### src/rtl/pipereg_stage.sv
// pipereg_stage: pipeline stage register carrying result, read data and a
// destination index between two stages, with valid/ready handshake, optional
// 2-entry skid buffer, synchronous flush and a post-reset clearing interval.
// All state updates happen on the falling edge of clk.
module pipereg_stage #(
    parameter int WIDTH        = 32,
    parameter int RD_W         = 5,
    parameter int CLEAR_CYCLES = 1,
    parameter int SKID         = 1
) (
    input  logic             clk,
    input  logic             reset,
    input  logic             flush,
    input  logic             in_valid,
    output logic             in_ready,
    input  logic [WIDTH-1:0] in_result,
    input  logic [WIDTH-1:0] in_rdata,
    input  logic [RD_W-1:0]  in_rd,
    output logic             out_valid,
    input  logic             out_ready,
    output logic [WIDTH-1:0] out_result,
    output logic [WIDTH-1:0] out_rdata,
    output logic [RD_W-1:0]  out_rd,
    output logic             clearing
);

    localparam int CNT_W = (CLEAR_CYCLES > 0) ? $clog2(CLEAR_CYCLES + 1) : 1;
    localparam logic [CNT_W-1:0] CLEAR_MAX = CNT_W'(CLEAR_CYCLES);

    typedef enum logic [1:0] {
        CLEAR = 2'd0,
        EMPTY = 2'd1,
        ONE   = 2'd2,
        TWO   = 2'd3
    } state_t;

    // With no clearing interval the stage comes out of reset already empty,
    // so in_ready is allowed to rise as soon as reset is released.
    localparam state_t RESET_STATE    = (CLEAR_CYCLES == 0) ? EMPTY : CLEAR;
    localparam logic   IN_READY_RESET = (CLEAR_CYCLES == 0);

    state_t             r_state;
    state_t             w_stateNext;
    logic [CNT_W-1:0]   r_cnt;
    logic [CNT_W-1:0]   w_cntNext;
    logic               r_inReady;
    logic [WIDTH-1:0]   r_headResult;
    logic [WIDTH-1:0]   r_headRdata;
    logic [RD_W-1:0]    r_headRd;
    logic [WIDTH-1:0]   r_skidResult;
    logic [WIDTH-1:0]   r_skidRdata;
    logic [RD_W-1:0]    r_skidRd;
    logic               w_outValid;
    logic               w_clearing;
    logic               w_inReady;
    logic               w_push;
    logic               w_pop;
    logic               w_loadHead;
    logic               w_headFromSkid;
    logic               w_loadSkid;

    assign w_outValid = (r_state == ONE) || (r_state == TWO);
    assign w_clearing = (r_state == CLEAR);
    assign w_push     = in_valid & w_inReady;
    assign w_pop      = w_outValid & out_ready;

    // Select the ready source: registered in skid mode, combinational otherwise.
    always_comb begin
        w_inReady = 1'b0;
        if (SKID != 0) begin
            w_inReady = r_inReady & ~reset;
        end else begin
            w_inReady = ~reset & ~w_clearing & (~w_outValid | out_ready);
        end
    end

    // Next-state and datapath load decisions; flush outranks push and pop.
    always_comb begin
        w_stateNext    = r_state;
        w_cntNext      = r_cnt;
        w_loadHead     = 1'b0;
        w_headFromSkid = 1'b0;
        w_loadSkid     = 1'b0;
        if (r_state == CLEAR) begin
            if (r_cnt != CLEAR_MAX) begin
                w_cntNext = r_cnt + CNT_W'(1);
            end
            if (w_cntNext == CLEAR_MAX) begin
                w_stateNext = EMPTY;
            end
        end else if (flush) begin
            w_stateNext = EMPTY;
        end else begin
            case (r_state)
                EMPTY: begin
                    if (w_push) begin
                        w_loadHead  = 1'b1;
                        w_stateNext = ONE;
                    end
                end
                ONE: begin
                    if (w_push && w_pop) begin
                        w_loadHead = 1'b1;
                    end else if (w_push && (SKID != 0)) begin
                        w_loadSkid  = 1'b1;
                        w_stateNext = TWO;
                    end else if (w_pop) begin
                        w_stateNext = EMPTY;
                    end
                end
                TWO: begin
                    if (w_pop) begin
                        w_headFromSkid = 1'b1;
                        w_stateNext    = ONE;
                    end
                end
                default: begin
                    w_stateNext = r_state;
                end
            endcase
        end
    end

    // State, clear counter and registered ready, all on the falling edge.
    always_ff @(negedge clk or posedge reset) begin
        if (reset) begin
            r_state   <= RESET_STATE;
            r_cnt     <= '0;
            r_inReady <= IN_READY_RESET;
        end else begin
            r_state   <= w_stateNext;
            r_cnt     <= w_cntNext;
            r_inReady <= (w_stateNext == EMPTY) || (w_stateNext == ONE);
        end
    end

    // Head entry: loaded from upstream or promoted from the skid slot.
    always_ff @(negedge clk or posedge reset) begin
        if (reset) begin
            r_headResult <= '0;
            r_headRdata  <= '0;
            r_headRd     <= '0;
        end else if (w_loadHead) begin
            r_headResult <= in_result;
            r_headRdata  <= in_rdata;
            r_headRd     <= in_rd;
        end else if (w_headFromSkid) begin
            r_headResult <= r_skidResult;
            r_headRdata  <= r_skidRdata;
            r_headRd     <= r_skidRd;
        end
    end

    // Skid slot catches the entry that arrives while the head is stalled.
    always_ff @(negedge clk or posedge reset) begin
        if (reset) begin
            r_skidResult <= '0;
            r_skidRdata  <= '0;
            r_skidRd     <= '0;
        end else if (w_loadSkid) begin
            r_skidResult <= in_result;
            r_skidRdata  <= in_rdata;
            r_skidRd     <= in_rd;
        end
    end

    // Bubbles are presented as zero payload so they look like nop writes to x0.
    always_comb begin
        out_result = '0;
        out_rdata  = '0;
        out_rd     = '0;
        if (w_outValid) begin
            out_result = r_headResult;
            out_rdata  = r_headRdata;
            out_rd     = r_headRd;
        end
    end

    assign out_valid = w_outValid;
    assign in_ready  = w_inReady;
    assign clearing  = w_clearing;

endmodule

### config.mk
export PLATFORM = sky130hd
export DESIGN_NAME = pipereg_stage
export DESIGN_NICKNAME = d
export VERILOG_FILES = /design/src/rtl/pipereg_stage.sv
export SDC_FILE = /design/constraint.sdc
export NUM_CORES = 1
export LEC_CHECK = 0
export ABC_AREA = 0
export CORE_MARGIN = 10
export CORE_UTILIZATION = 52
export CTS_BUF_LIST = sky130_fd_sc_hd__clkbuf_8
export DETAILED_ROUTE_END_ITERATION = 16
export HOLD_SLACK_MARGIN = 0.03
export PLACE_DENSITY = 0.82
export SETUP_SLACK_MARGIN = 0.15
export SYNTH_ARGS = -nofsm -noshare
export SYNTH_HDL_FRONTEND = slang
export SYNTH_SLANG_ARGS = --single-unit
### constraint.sdc
create_clock -name clk -period 5.8 [get_ports clk]
set_input_delay 0.87 -clock clk [delete_from_list [all_inputs] [get_ports clk]]
set_output_delay 0.87 -clock clk [all_outputs]
set_load 0.02 [all_outputs]
Layout detail:
Region (87, 21) to (112, 46) um. Cells in grey, sequential cells in the stronger grey; small squares are vias.
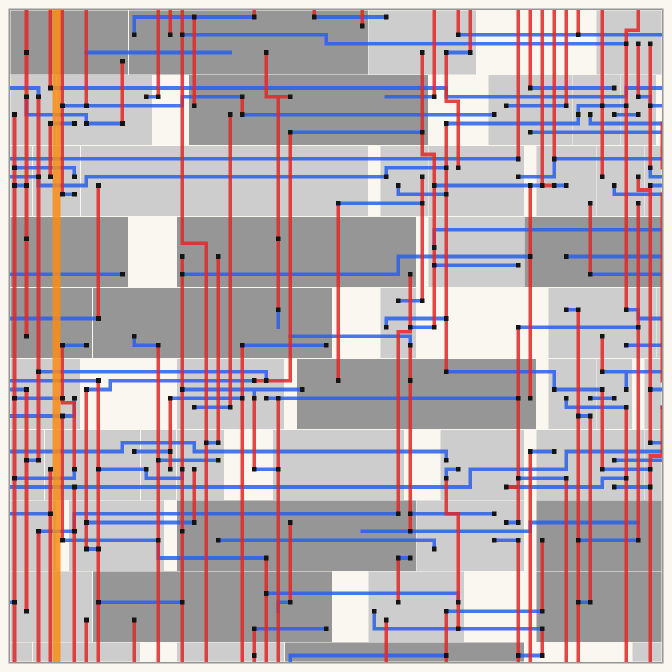
Key: met2 = red; met4 = orange; met1 = blue
Sequential cells in the window: 10. Netlist names of flops here include r_headRdata (6), r_skidRdata (4). 39 logic cells have their middle in the window. Most frequent: dfrtn_1 (10), o21ai_0 (6).

Metal 4:
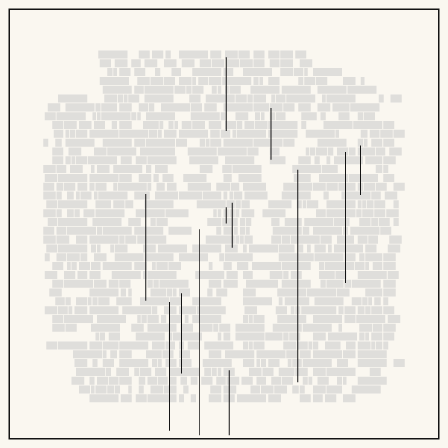
9 nets have wire on it. The wires run mostly vertical. The layer carries 356 um of wire. The longest straight run is 65.3 um. The layer holds 2.1% of the routed length.
via count of the routed design: 4717
aggregate routed wire length: 16860 um

==> summary.txt <==
The full implementation flow was run.

The longest incremental delay of any stage on the critical path is reported as 440 ps. The detail route stage leaves a number of antenna-violating nets equal to 0. The total nets after synthesis stands at 636. The first detailed-routing pass ran for 5 iterations. The met3 usage in global routing stands at 4.688%. The critical path ends at out_result[2]. The clock edge transition at the registers on the reported setup and hold paths stands at 50 ps. The total power density per cell area stands at 371.3 mW/mm^2. According to the timing report, the critical path is launched from r_state[0]$_DFF_NP0_.

The number of global-route vias before repair was 5126. The number of antenna violations at the first check in global routing came to 0. STA puts the critical path data arrival time at 4800 ps.

For this run the top cell type by instance count after synthesis was dfrtn_1. The number of antenna diodes in the final layout is 0. In this run the maximum-capacitance check reported violations numbering 0. The synthesis-to-finish area growth stands at 37.17%.

The launch point of the worst register-to-register path is recorded as r_state[1]$_DFF_NP0_. The stat command in Yosys gives a chip area of 0.006528 sq mm. The group that draws the most power in this run is sequential cells. The starting DRC count in detailed routing stands at 373. The overflow left after global routing stands at 0.

Entering global routing, the biggest net connects 77 pins. The actual slew at the worst max-slew pin stands at 388.6 ps. The critical path in this run is classified as flop to output port. Multi-input combinational cells in the finished layout were counted as 377. The power report puts the leakage power at 4.108 nW. The worst register-to-register path depth is 7.

The script extracted a net switching power of 1.067 mW. Ranked by total cell area, the synthesized netlist is headed by dfrtn_1 54%, mux2i_1 11%, mux2_2 10%. The non-clock buffer share of cell area stands at 20.92%. In the final layout, clock buffers and inverters account for 4.458% of the cell area. The final timing report lists clock skew as 5.028 ps. The final setup violation count stands at 0.

Cell internal power was estimated by the tool at 2.257 mW. Once detailed placement completed, the half-perimeter wirelength came to 10830 um. STA lists the startpoint of the worst hold path as r_skidRdata[22]$_DFFE_NP0P_. Power comes to 3.324 mW. Summed over all failing endpoints, the final setup total negative slack is 0 ps. During tapcell insertion the tool placed 168 well taps. STA classifies the critical path endpoint as an output port. Global routing consumed, on the met2 layer, 31.08% of the routing resources.

The cell count listed in synth_stat.txt stands at 558. The post-synth count of flops with an enable pin is 0. The core region is 0.01216 sq mm. Counting only logic cells after layout, the most numerous master is dfrtn_1. The power in combinational cells stands at 1.10 mW. Looking at area per cell type in the netlist, the leader is dfrtn_1.

The detail-routed net length per standard cell stands at 18.90 um. After the last flow step, the layout net total stands at 789. The amount of wire on met2 after detailed routing stands at 8667 um. The power report lists the sequential group at 1.43 mW. The maximum resistive drop on vdd stands at 0.0002225 V. The final layout report lists a non-clock inverter count of 3. The tool warning count for the run is 31. The critical-path maximum fanout stands at 7. The critical path contains buffers and inverters numbering 3 combined. Counting plain and timing-repair buffers in the layout gives 171. The tree is rooted in a clkbuf_8. The DRC violations left stands at 0.

The met1 layer usage reported by global route stands at 21.48%. Post-synth the commonest register cell is dfrtn_1. In this design, the largest share of critical-path delay is due to simple AND/OR/NAND/NOR gates.

Setup repair after global routing could not meet its margin everywhere. Hold analysis lists the worst path endpoint as r_skidRdata[22]$_DFFE_NP0P_. The flow ran to the end, and the final reports show no timing, DRC or antenna violations. The mean area per synthesized cell stands at 11.70 sq um. According to the hold report, the worst path is of the flop to flop type. Of the post-synthesis cell area, the dominant cell type holds 54.05%.

Global routing used 18.24% of the available tracks. In the per-layer summary, the met1 wirelength comes to 7124 um. STA classifies the critical path startpoint as a flop. Setup slack on the worst reg-to-reg path comes out at 3590 ps. The report puts the hold buffer count at CTS at 0. The total number of cells along the worst setup path stands at 6. During placement, the flow inserted port buffers numbering 145. The number of failing hold endpoints at the final stage stands at 0. In this run the core area contains 40 standard-cell rows. The floorplan core density stands at 53.67%.

After global routing, the most crowded layer is met2. Along the worst hold path, the cell count comes to 1. The net switching fraction of the power stands at 32.10%.

The count of mapped cells out of synthesis stands at 558. TritonCTS built the clock tree. The number of vias per cell after detailed routing stands at 5.288. The first global-routing pass estimated 25930 um of wire. The clock latency on the worst-skew pair stands at 400 ps. The clock network power share stands at 24.0%. Per the CTS log, the buffer count on the longest clock path is 2. The number of gates given a new drive strength after cts stands at 280. The biggest slice of the area belongs to flip-flops and latches. The number of buffers added for setup after CTS stands at 1. The clock buffer count from CTS stands at 17. The maximum level of the CTS H-tree stands at 4. The fill cell total of the finished layout stands at 825. The layout summary lists the proportion of cells stronger than drive strength 1 as 34.81%. Per the layout area report, the sequential fraction of cell area is 39.41%. After detailed routing, no signal wire sits above met4. During synthesis, Yosys emitted a total of 0 warnings.

The clock sink count stands at 141. The fraction of synthesis flops using an asynchronous set or reset pin stands at 100.0%. The tightest slew margin relative to the limit stands at 73.89%. The die span in y stands at 132.0 um. The number of flip-flops and latches stands at 141. The layout has 18 clock buffers.

For this design, the slowest cell found on the critical path is dfrtn_1. The area of combinational cells with multiple inputs stands at 0.002928 sq mm. From left edge to right edge, the die measures 132.0 um. The post-synth design cell area stands at 0.006528 sq mm. In the final report, the number of pins over their slew limit comes to 0. In the detailed route, the total length drawn on met3 is 713 um.

The number of top-level design ports stands at 146. The die covers 0.01743 sq mm. Traced cell by cell, the critical path runs through inv_2 -> ha_4 -> or2_4 -> clkbuf_16 -> and2_1 -> buf_6. The data required time at the worst endpoint stands at 4930 ps. Of the synthesized area, sequential elements account for 54.05%. The number of synthesized register bits stands at 141.

Per report_power, the Clock row totals 0.799 mW.
logic make-up after synthesis:
family | count (synthesis) | share of synthesized area (%)
buf+inv | 41 | 3.719
xor+xnor | 1 | 0.1342
simple gates | 158 | 12.48
compound gates | 75 | 5.789
mux | 138 | 23.06
flops | 141 | 54.05
fa+ha+maj | 4 | 0.7668
stage by stage:
stage          setup WS [ps]  cell area (sq um)  instances  utilization (%)  hold WS (ps)
6_report               131.7               8954        892            73.62         452.7
5_1_grt                63.14               8954        892            73.62         466.9
4_1_cts                105.2               8328        884            68.48         453.9
3_5_place_dp           65.92               8234        850            67.71         454.0
3_3_place_gp           99.10               8234        850            67.71         446.7
2_1_floorplan          285.4               6531        558                -         439.5
No activity file was given, so power comes from the tool's default toggle rates.
